Fig. 1: placed cells, one color a class
Bar = 10 um.
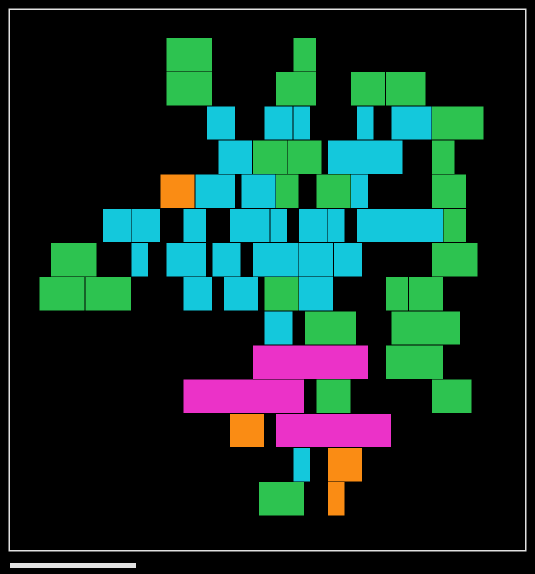
Fig. 2: the clock network
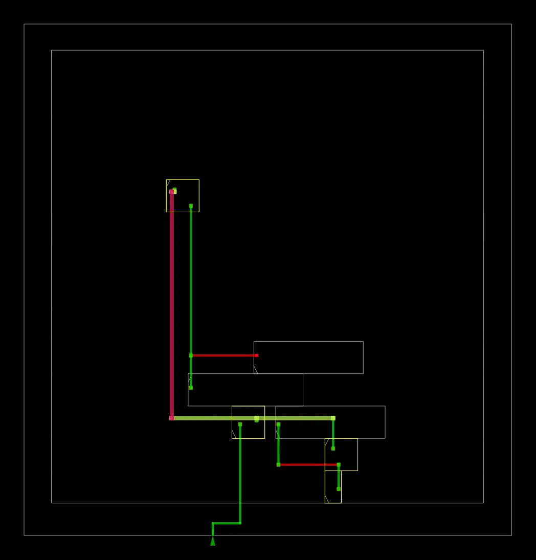
Fig. 3: metal layers overlaid
Only two layers are drawn.
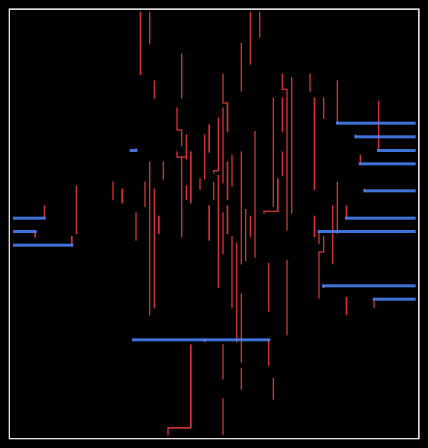
Fig. 4: placement density heat map
Bar = 10 um. 8 x 9 tiles, from dark purple (low) to yellow (high), 0 to 100% covered.
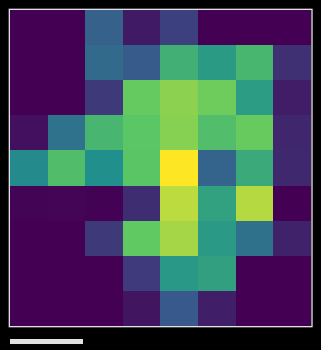
$ cat config.mk
export PLATFORM = sky130hd
export DESIGN_NAME = controller
export DESIGN_NICKNAME = d
export VERILOG_FILES = /design/src/rtl/controller.sv
export SDC_FILE = /design/constraint.sdc
export NUM_CORES = 1
export LEC_CHECK = 0
export CAP_MARGIN = 20
export CORE_AREA = 2 2 39 41
export DETAILED_ROUTE_END_ITERATION = 16
export DIE_AREA = 0 0 41 43
export GPL_TIMING_DRIVEN = 0
export PLACE_DENSITY = 0.57
export SETUP_SLACK_MARGIN = 0.02
export SLEW_MARGIN = 20
export SYNTH_ARGS = -nofsm -noshare
export SYNTH_HDL_FRONTEND = slang
export SYNTH_SLANG_ARGS = --single-unit
$ cat constraint.sdc
create_clock -name clk -period 1.6 [get_ports clk]
set_input_delay 0.32 -clock clk [delete_from_list [all_inputs] [get_ports clk]]
set_output_delay 0.32 -clock clk [all_outputs]
set_load 0.02 [all_outputs]
$ cat src/rtl/controller.sv
// Game controller FSM: sequences setup, FPGA playback, user entry, checking,
// round advance and result display. Moore outputs decode the state register.
// Optional feature: define ENTER_EDGE_EN to synchronize `enter` and act only on
// its rising edge; otherwise the raw `enter` level is used directly.

package controller_pkg;
  typedef enum logic [2:0] {
    INIT      = 3'd0,
    SETUP     = 3'd1,
    PLAY_FPGA = 3'd2,
    PLAY_USER = 3'd3,
    CHECK     = 3'd4,
    NEXT_RND  = 3'd5,
    RESULT    = 3'd6
  } state_t;
endpackage

module controller
  import controller_pkg::*;
(
  input  logic       clk,
  input  logic       R,
  input  logic       enter,
  input  logic       end_FPGA,
  input  logic       end_User,
  input  logic       end_time,
  input  logic       win,
  input  logic       match,
  output logic       R1,
  output logic       R2,
  output logic       E1,
  output logic       E2,
  output logic       E3,
  output logic       E4,
  output logic       SEL,
  output logic [2:0] state_o
);

  state_t state;
  state_t state_nxt;
  logic   enter_q;

`ifdef ENTER_EDGE_EN
  logic enter_s1;
  logic enter_s2;
  logic enter_prev;
  logic enter_pulse;

  // Two-flop synchronizer followed by a registered rising-edge pulse
  always_ff @(posedge clk or posedge R) begin
    if (R) begin
      enter_s1    <= 1'b0;
      enter_s2    <= 1'b0;
      enter_prev  <= 1'b0;
      enter_pulse <= 1'b0;
    end else begin
      enter_s1    <= enter;
      enter_s2    <= enter_s1;
      enter_prev  <= enter_s2;
      enter_pulse <= enter_s2 & ~enter_prev;
    end
  end

  assign enter_q = enter_pulse;
`else
  assign enter_q = enter;
`endif

  // State register with asynchronous abort to INIT
  always_ff @(posedge clk or posedge R) begin
    if (R) state <= INIT;
    else   state <= state_nxt;
  end

  // Next-state logic; unused code 7 falls back to INIT
  always_comb begin
    state_nxt = state;
    case (state)
      INIT:      state_nxt = SETUP;
      SETUP:     if (enter_q) state_nxt = PLAY_FPGA;
      PLAY_FPGA: if (end_FPGA) state_nxt = PLAY_USER;
      PLAY_USER: begin
        if (end_time)      state_nxt = RESULT;
        else if (end_User) state_nxt = CHECK;
      end
      CHECK: begin
        if (match && !win) state_nxt = NEXT_RND;
        else               state_nxt = RESULT;
      end
      NEXT_RND:  state_nxt = PLAY_FPGA;
      RESULT:    if (enter_q) state_nxt = INIT;
      default:   state_nxt = INIT;
    endcase
  end

  // Moore output decode
  always_comb begin
    R1  = 1'b0;
    R2  = 1'b0;
    E1  = 1'b0;
    E2  = 1'b0;
    E3  = 1'b0;
    E4  = 1'b0;
    SEL = 1'b0;
    case (state)
      INIT: begin
        R1  = 1'b1;
        R2  = 1'b1;
        SEL = 1'b1;
      end
      SETUP: begin
        E1  = 1'b1;
        SEL = 1'b1;
      end
      PLAY_FPGA: begin
        E3  = 1'b1;
        SEL = 1'b1;
      end
      PLAY_USER: begin
        E2  = 1'b1;
        SEL = 1'b1;
      end
      CHECK:     SEL = 1'b1;
      NEXT_RND: begin
        E4  = 1'b1;
        R2  = 1'b1;
        SEL = 1'b1;
      end
      default: ;
    endcase
  end

  assign state_o = state;

endmodule

==> impl_metrics.ini <==
; generated from flow reports
[placement]
place_congestion = 0.740
place_inst = 68
pre_cts_slack_ns = -0.314
hpwl_um = 536

[yosys]
netlist_area_sq_um = 273
synthSimpleGateAreaFrac_pct = 37.2
fa_ha_area_share_pct = 0
synth.logic.top_family = simple AND/OR/NAND/NOR gates
ys_seq_share_pct = 27.5
yosys_area_sq_um = 273
synth_flops = 3
netlist.area_leader.share_pct = 27.5
top_area_cell = dfrtp_1
async_flop_share_pct = 100
synth.distinct_cells = 25
ys_cells = 35
netlist_instances = 35
syn_avg_cell_area_sq_um = 7.79

[cells_and_area]
area_share_clock_buf_inv_pct = 4.70
lay_top_cells = buf_4 (8), clkdlybuf4s50_1 (7), buf_2 (5)
nMultiInputCombCells = 27
drive_above_1_share_pct = 41.3
fin_nets = 72
mi_logic_area_sq_um = 195
fin_cells = 79
antenna_cells = 0
buffer_area_share_pct = 41.4
final.clkbuf_count = 4

[clocking]
root_buffer = clkbuf_4
clock_latency_ns = 0.24
clk_pin_slew_worst_paths_ns = 0.04
cts_tree = done
cts_resized = 35
ctsHoldBuffers = 0

[route]
routed_wl_um = 751
routed.top_layer = met4
drt_drc_violations_left = 0

[global_routing]
grt_overflow_total = 0
met2_usage_pct = 15.3
grt.total_usage_pct = 10.7
grt_pass1_wl_mm = 1.27
busiest_layer = met2
use_met1_pct = 12.9

[power_and_ir_drop]
power_mw = 1.09
pwr-share-comb_pct = 72.5
vdd_drop_max_v = 0.000503
power.switching_mw = 0.474
p_comb_mw = 0.787
cellLeakagePower_nw = 0.285
clockPowerShare_pct = 12.6
p_seq_share_pct = 14.9

[sta]
fin_worst_skew_ns = 0.00311
tightest_slew_ns = 0.245
rsz0062_at_grt = yes
fin_crit_ns = 1.54
fin_ws_ns = 0.0567
final_hold_viol_count = 0

[run_status]
status = finished, final reports clean

[setup_path]
cpMostUsedCell = buf_6
crit_buf_inv = 3
worstPathCellList = buf_6 > inv_4 > nor3b_4 > or2_4 > buf_6
r2r_start = state_o[2]
startpoint_type = register
cp_slowest_cell = dfrtp_1
cpLargestDelayFamily = flip-flops

[floorplanning]
io_pins = 18
fp-utilization_pct = 19.7
die-area_sq_um = 1760
die_h_um = 43

[run]
drv_cap = 0
## Picture notes: Fig. 1
[clock drivers and dummy loads] orange | cells: 4 | share of their area: 4.9%
[remaining buffers and delay cells] green | cells: 27 | share of their area: 43%
[remaining logic cells] cyan | cells: 29 | share of their area: 38%
[sequential cells] magenta | cells: 3 | share of their area: 14%
fraction of area in registers: 13.6%
Finished Cell Area: 559 sq um

## Picture notes: Fig. 2
Clk power: 0.137 mW
clock sinks: 3
Flop Count: 3
TritonCTS Buffers: 3

## Picture notes: Fig. 3
[M3] blue | wire length: 81.6 um
[M2] red | wire length: 345 um

## Picture notes: Fig. 4
fullest tile: 100%
emptiest ninth of the die: bottom left
tiles over 75% full: 14%
densest ninth of the die: middle

Power figures rest on the tool's default switching activity, not on a simulated workload.
